The metal 1 layer:
Bar = 20 um. Supply wires on this layer in grey.
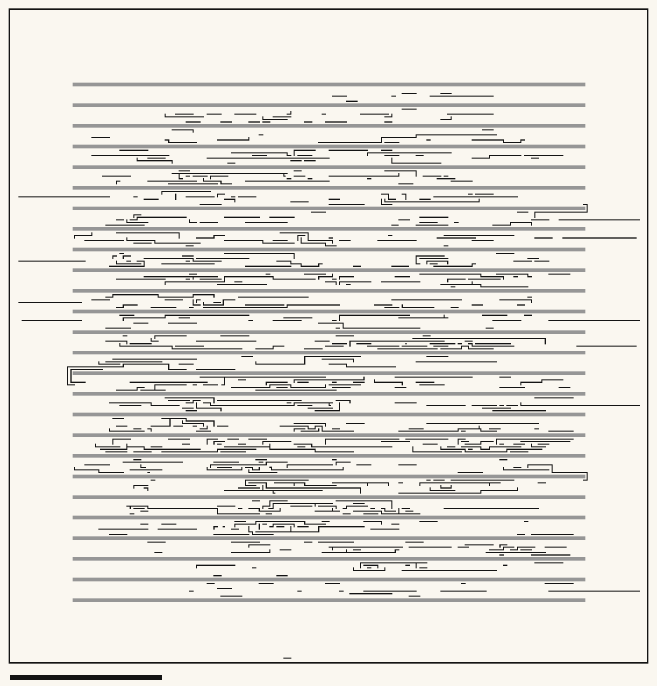
The metal 2 layer:
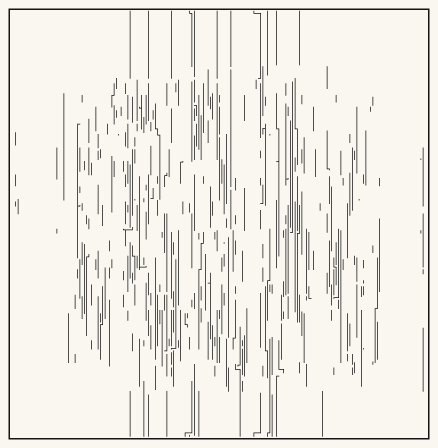
Met3 routing:
Bar = 20 um. Cells faint in the background.
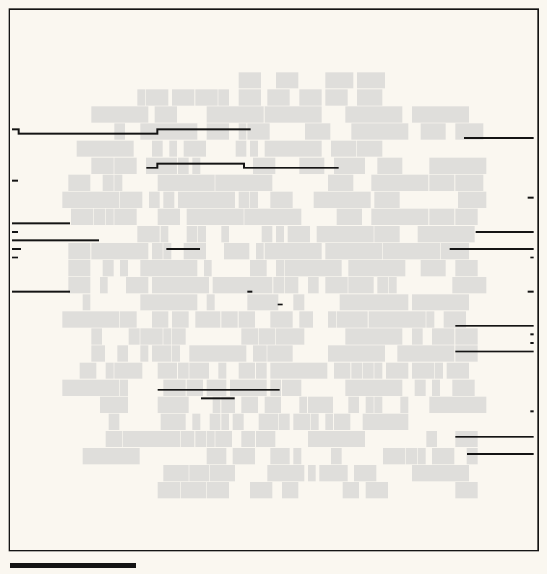
The clock network:
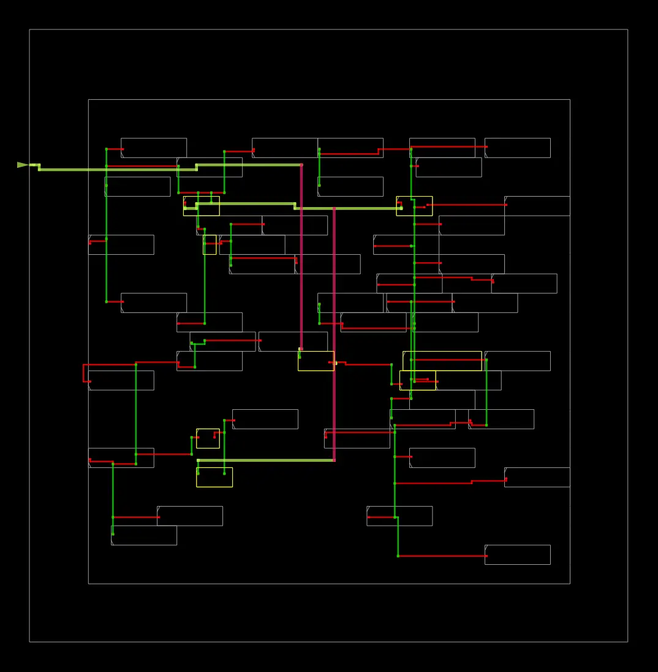
==> src/rtl/master_port.sv <==
// -----------------------------------------------------------------------------
// master_port
//
// Bus-side master for the two-master system bus. It takes one parallel
// read/write request from a local device, asks the arbiter for the bus, and
// then moves the frame one bit per cycle:
//   write frame : address (LSB first), wait for slave ack, write data (LSB first)
//   read frame  : address (LSB first), wait for slave ack, collect read data
//
// Losing the grant before the frame is complete aborts the frame. The device
// then sees a derr pulse instead of drvalid, and drdata keeps its old value.
//
// Optional feature (macro MASTER_TIMEOUT_EN):
//   An idle counter runs while the port waits for sack in WAIT_ACK, or for
//   svalid in RDATA. When it reaches ACK_TIMEOUT the frame is aborted with
//   derr. Without the macro these two states wait indefinitely, and the
//   ACK_TIMEOUT parameter does not exist.
//
// Ports
//   clk, rstn       : clock (rising edge); asynchronous active-low reset
//   dvalid, dmode   : device request strobe; mode (1 = write, 0 = read)
//   daddr, dwdata   : target address (top 2 bits = slave id); write data
//   dready          : port idle; a request is taken this cycle if dvalid = 1
//   drvalid, derr   : one-cycle completion pulse / one-cycle abort pulse
//   drdata          : last read data, held until the next read completes
//   breq, bgrant    : bus request to the arbiter / bus grant from the arbiter
//   mwdata, mvalid  : serial address/write-data bit and its valid flag
//   mmode           : latched mode, driven for the whole frame
//   sack            : slave address acknowledge
//   svalid, mrdata  : serial read-data valid flag and read-data bit
//
// Every output is either a register or a decode of registers. No input
// reaches an output combinationally.
// -----------------------------------------------------------------------------
module master_port #(
    parameter int ADDR_WIDTH = 14,
    parameter int DATA_WIDTH = 8
`ifdef MASTER_TIMEOUT_EN
    ,
    parameter int ACK_TIMEOUT = 16
`endif
) (
    input  logic                  clk,
    input  logic                  rstn,
    // device side
    input  logic                  dvalid,
    input  logic                  dmode,
    input  logic [ADDR_WIDTH-1:0] daddr,
    input  logic [DATA_WIDTH-1:0] dwdata,
    output logic                  dready,
    output logic                  drvalid,
    output logic [DATA_WIDTH-1:0] drdata,
    output logic                  derr,
    // arbiter side
    output logic                  breq,
    input  logic                  bgrant,
    // serial bus side
    output logic                  mwdata,
    output logic                  mvalid,
    output logic                  mmode,
    input  logic                  sack,
    input  logic                  svalid,
    input  logic                  mrdata
);

    // One bit counter serves the address phase and the data phases.
    localparam int MAX_W = (ADDR_WIDTH > DATA_WIDTH) ? ADDR_WIDTH : DATA_WIDTH;
    localparam int CNT_W = (MAX_W > 1) ? $clog2(MAX_W) : 1;

    localparam logic [CNT_W-1:0] ADDR_LAST = CNT_W'(ADDR_WIDTH - 1);
    localparam logic [CNT_W-1:0] DATA_LAST = CNT_W'(DATA_WIDTH - 1);
    localparam logic [CNT_W-1:0] CNT_ONE   = CNT_W'(1);

`ifdef MASTER_TIMEOUT_EN
    localparam int IDLE_W = $clog2(ACK_TIMEOUT + 1);
    localparam logic [IDLE_W-1:0] IDLE_LAST = IDLE_W'(ACK_TIMEOUT - 1);
    localparam logic [IDLE_W-1:0] IDLE_ONE  = IDLE_W'(1);
`endif

    typedef enum logic [2:0] {
        S_IDLE,
        S_REQ,
        S_ADDR,
        S_WAIT_ACK,
        S_WDATA,
        S_RDATA,
        S_DONE
    } state_e;

    state_e                state_q,    state_d;
    logic [CNT_W-1:0]      bit_cnt_q,  bit_cnt_d;
    logic [ADDR_WIDTH-1:0] addr_sr_q,  addr_sr_d;   // shifts right; bit 0 goes out
    logic [DATA_WIDTH-1:0] wdata_sr_q, wdata_sr_d;  // shifts right; bit 0 goes out
    logic                  mode_q,     mode_d;
    logic [DATA_WIDTH-1:0] rx_q,       rx_d;        // filled from the MSB end
    logic [DATA_WIDTH-1:0] drdata_q,   drdata_d;
    logic                  err_q,      err_d;       // current frame is aborting
`ifdef MASTER_TIMEOUT_EN
    logic [IDLE_W-1:0]     idle_q,     idle_d;
`endif

    // -------------------------------------------------------------------------
    // Next-state logic
    // -------------------------------------------------------------------------
    always_comb begin
        // NOTE: every _d signal takes its hold value before the case, so no
        // branch can leave one unassigned and no latch can be inferred.
        state_d    = state_q;
        bit_cnt_d  = bit_cnt_q;
        addr_sr_d  = addr_sr_q;
        wdata_sr_d = wdata_sr_q;
        mode_d     = mode_q;
        rx_d       = rx_q;
        drdata_d   = drdata_q;
        err_d      = err_q;
`ifdef MASTER_TIMEOUT_EN
        // The counter stays at zero outside the two waiting states. Entering
        // WAIT_ACK or RDATA therefore always starts it from zero.
        idle_d     = '0;
`endif

        case (state_q)
            S_IDLE: begin
                err_d = 1'b0;
                if (dvalid) begin
                    addr_sr_d  = daddr;
                    wdata_sr_d = dwdata;
                    mode_d     = dmode;
                    bit_cnt_d  = '0;
                    state_d    = S_REQ;
                end
            end

            S_REQ: begin
                if (bgrant) begin
                    bit_cnt_d = '0;
                    state_d   = S_ADDR;
                end
            end

            S_ADDR: begin
                if (!bgrant) begin
                    err_d   = 1'b1;
                    state_d = S_DONE;
                end else begin
                    addr_sr_d = addr_sr_q >> 1;
                    if (bit_cnt_q == ADDR_LAST) begin
                        bit_cnt_d = '0;
                        state_d   = S_WAIT_ACK;
                    end else begin
                        bit_cnt_d = bit_cnt_q + CNT_ONE;
                    end
                end
            end

            S_WAIT_ACK: begin
                if (!bgrant) begin
                    err_d   = 1'b1;
                    state_d = S_DONE;
                end else if (sack) begin
                    bit_cnt_d = '0;
                    state_d   = mode_q ? S_WDATA : S_RDATA;
                end
`ifdef MASTER_TIMEOUT_EN
                else if (idle_q == IDLE_LAST) begin
                    err_d   = 1'b1;
                    state_d = S_DONE;
                end else begin
                    idle_d = idle_q + IDLE_ONE;
                end
`endif
            end

            S_WDATA: begin
                if (!bgrant) begin
                    err_d   = 1'b1;
                    state_d = S_DONE;
                end else begin
                    wdata_sr_d = wdata_sr_q >> 1;
                    if (bit_cnt_q == DATA_LAST) begin
                        bit_cnt_d = '0;
                        state_d   = S_DONE;
                    end else begin
                        bit_cnt_d = bit_cnt_q + CNT_ONE;
                    end
                end
            end

            S_RDATA: begin
                if (!bgrant) begin
                    err_d   = 1'b1;
                    state_d = S_DONE;
                end else if (svalid) begin
                    // Bits arrive LSB first. Each one enters at the top and moves
                    // down, so after DATA_WIDTH bits the first one sits at bit 0.
                    rx_d = {mrdata, rx_q[DATA_WIDTH-1:1]};
                    if (bit_cnt_q == DATA_LAST) begin
                        drdata_d  = rx_d;
                        bit_cnt_d = '0;
                        state_d   = S_DONE;
                    end else begin
                        bit_cnt_d = bit_cnt_q + CNT_ONE;
                    end
                end
`ifdef MASTER_TIMEOUT_EN
                else if (idle_q == IDLE_LAST) begin
                    err_d   = 1'b1;
                    state_d = S_DONE;
                end else begin
                    idle_d = idle_q + IDLE_ONE;
                end
`endif
            end

            S_DONE: begin
                state_d = S_IDLE;
            end

            default: begin
                state_d = S_IDLE;
            end
        endcase
    end

    // -------------------------------------------------------------------------
    // State registers
    // -------------------------------------------------------------------------
    // NOTE: sequential state uses non-blocking assignments only. Every flop
    // then samples pre-edge values, whatever the order of the statements.
    always_ff @(posedge clk or negedge rstn) begin
        if (!rstn) begin
            state_q    <= S_IDLE;
            bit_cnt_q  <= '0;
            addr_sr_q  <= '0;
            wdata_sr_q <= '0;
            mode_q     <= 1'b0;
            rx_q       <= '0;
            drdata_q   <= '0;
            err_q      <= 1'b0;
`ifdef MASTER_TIMEOUT_EN
            idle_q     <= '0;
`endif
        end else begin
            state_q    <= state_d;
            bit_cnt_q  <= bit_cnt_d;
            addr_sr_q  <= addr_sr_d;
            wdata_sr_q <= wdata_sr_d;
            mode_q     <= mode_d;
            rx_q       <= rx_d;
            drdata_q   <= drdata_d;
            err_q      <= err_d;
`ifdef MASTER_TIMEOUT_EN
            idle_q     <= idle_d;
`endif
        end
    end

    // -------------------------------------------------------------------------
    // Outputs, decoded from registered state only
    // -------------------------------------------------------------------------
    // breq stays high from REQ through RDATA, so the arbiter holds the grant
    // for the whole frame. It drops in DONE, which releases the bus.
    assign dready  = (state_q == S_IDLE);
    assign breq    = (state_q == S_REQ)      || (state_q == S_ADDR)  ||
                     (state_q == S_WAIT_ACK) || (state_q == S_WDATA) ||
                     (state_q == S_RDATA);
    assign mvalid  = (state_q == S_ADDR) || (state_q == S_WDATA);
    assign mmode   = (state_q != S_IDLE) && mode_q;
    assign drvalid = (state_q == S_DONE) && !err_q;
    assign derr    = (state_q == S_DONE) &&  err_q;
    assign drdata  = drdata_q;

    always_comb begin
        mwdata = 1'b0;
        if (state_q == S_ADDR) begin
            mwdata = addr_sr_q[0];
        end else if (state_q == S_WDATA) begin
            mwdata = wdata_sr_q[0];
        end
    end

endmodule

==> config.mk <==
export PLATFORM = sky130hd
export DESIGN_NAME = master_port
export DESIGN_NICKNAME = d
export VERILOG_FILES = /design/src/rtl/master_port.sv
export SDC_FILE = /design/constraint.sdc
export NUM_CORES = 1
export LEC_CHECK = 0
export CORE_AREA = 8 8 76 78
export DETAILED_ROUTE_END_ITERATION = 6
export DIE_AREA = 0 0 84 86
export GPL_ROUTABILITY_DRIVEN = 1
export GPL_TIMING_DRIVEN = 0
export PLACE_DENSITY_LB_ADDON = 0.12
export SYNTH_ARGS = -nofsm -noshare
export SYNTH_HDL_FRONTEND = slang
export SYNTH_SLANG_ARGS = --single-unit
==> constraint.sdc <==
create_clock -name clk -period 2.3 [get_ports clk]
set_input_delay 0.46 -clock clk [delete_from_list [all_inputs] [get_ports clk]]
set_output_delay 0.46 -clock clk [all_outputs]
set_load 0.1 [all_outputs]
==> flow_summary.ini <==
; flow metrics
[routing]
drc = 0
drt_wl_total_um = 4830

[floorplanning]
placementRows = 25

[critical_path]
timing.critical_path.from = drdata[7]
r2r_slack_ns = 0.34
cp_num_cells = 1
path_class = reg2out
worst_setup_path_start_kind = register
path_cells = clkdlybuf4s50_1
worst-path-max-fanout = 2

[yosys]
yosys_area_mm2 = 0.00223
syn-num-nets = 240
syn_area_mm2 = 0.00223
avgSynthCellArea_um2 = 10.7
synth_top_flop_cell = dfrtp_1
postSynthCellCount = 208

[clocking]
cts_tree = built
ctsHoldBuffers = 0

[placed_design]
gp_congestion = 0.794

[job]
log.warning_count = 28

[sta]
slew_headroom = 0.350
worst_slew_pin_slew_ns = 0.974
skew_ns = 0.00724
fin_tns_setup_ns = 0
hold_viol_final = 0

[cells_and_area]
seq_area_mm2 = 0.00115
fillers = 405
design_area_mm2 = 0.00295
utilization = 0.641
most-common-layout-cells = dfrtp_1, nand2_1, clkdlybuf4s50_1, o21ai_0, mux2i_1
syn_to_final_growth_pct = 32.1

[global_routing]
overflow = 0
grt_antenna_before_repair = 0
grt_max_degree = 29

[status]
status = complete, no violations
Notes on 'the metal 1 layer' above:
longest straight run	17.5 um
wire length on this layer	2,260 um

Notes on 'the metal 2 layer' above:
main direction	vertical
nets with wire on the layer	246

Notes on 'met3 routing' above:
share of all routed wire	4.5%
longest straight run	22.1 um
main direction	horizontal
wire length on this layer	217 um
nets with wire on the layer	24

Notes on 'the clock network' above:
clock sink total: 46
clk_lat worst skew: 0.31 ns
clock buf count: 5

[state kept, by name, summed over array words and instances, names as in the netlist]
register    cells
mode_q          1
bit_cnt_q       4
err_q           1
wdata_sr_q      8
drdata          8
rx_q            7
state_q         3
addr_sr_q      14
[area by class of cell]
class / instances / area share
well taps: 54 / 0.0229
clock inverters: 3 / 0.0149
flip-flops and latches: 46 / 0.391
repair buffers: 47 / 0.164
inverters: 3 / 0.00382
plain buffers: 12 / 0.0229
multi-input cells: 147 / 0.357
clock buffers: 5 / 0.0233
[where the power goes]
group	switching [mW]	internal, mW	leakage (nW)
combinational	1.11	0.639	0.757
sequential	0.189	1.08	0.597
clock	0.296	0.326	0.0585
total	1.59	2.05	1.41
[per-layer routing]
layer / global-route usage / share of wire / up-vias
li1: - / - / 850
met1: 0.170 / 0.47 / 806
met2: 0.218 / 0.47 / 29
met3: 0.0493 / 0.045 / 5
met4: 0.0424 / 0.013 / 0
met5: 0 / 0 / -
[synthesized netlist by cell type, types with 2 or more instances]
cell type  count
dfrtp_1       46
nand2_1       31
o21ai_0       25
mux2i_1       21
mux2_2         9
mux2_1         8
clkbuf_1       6
buf_2          5
nor2_1         5
a21oi_1        4
inv_1          3
nand2b_1       3
nor2b_1        3
nor3_1         3
a211oi_1       2
ha_1           2
nand3_1        2
nand3b_1       2
nor3b_1        2
o21a_1         2
o21ai_1        2
[logic make-up (layout without fill, tap and decap cells)]
group	after synthesis	in the layout	share of synthesized area
AOI/OAI and AO/OA	45	45	0.121
adders and majority gates	2	2	0.0112
buffers and inverters	15	70	0.0314
DFF	46	46	0.516
muxes	38	38	0.180
and+or+nand+nor	62	62	0.141
No activity file was given, so power comes from the tool's default toggle rates.
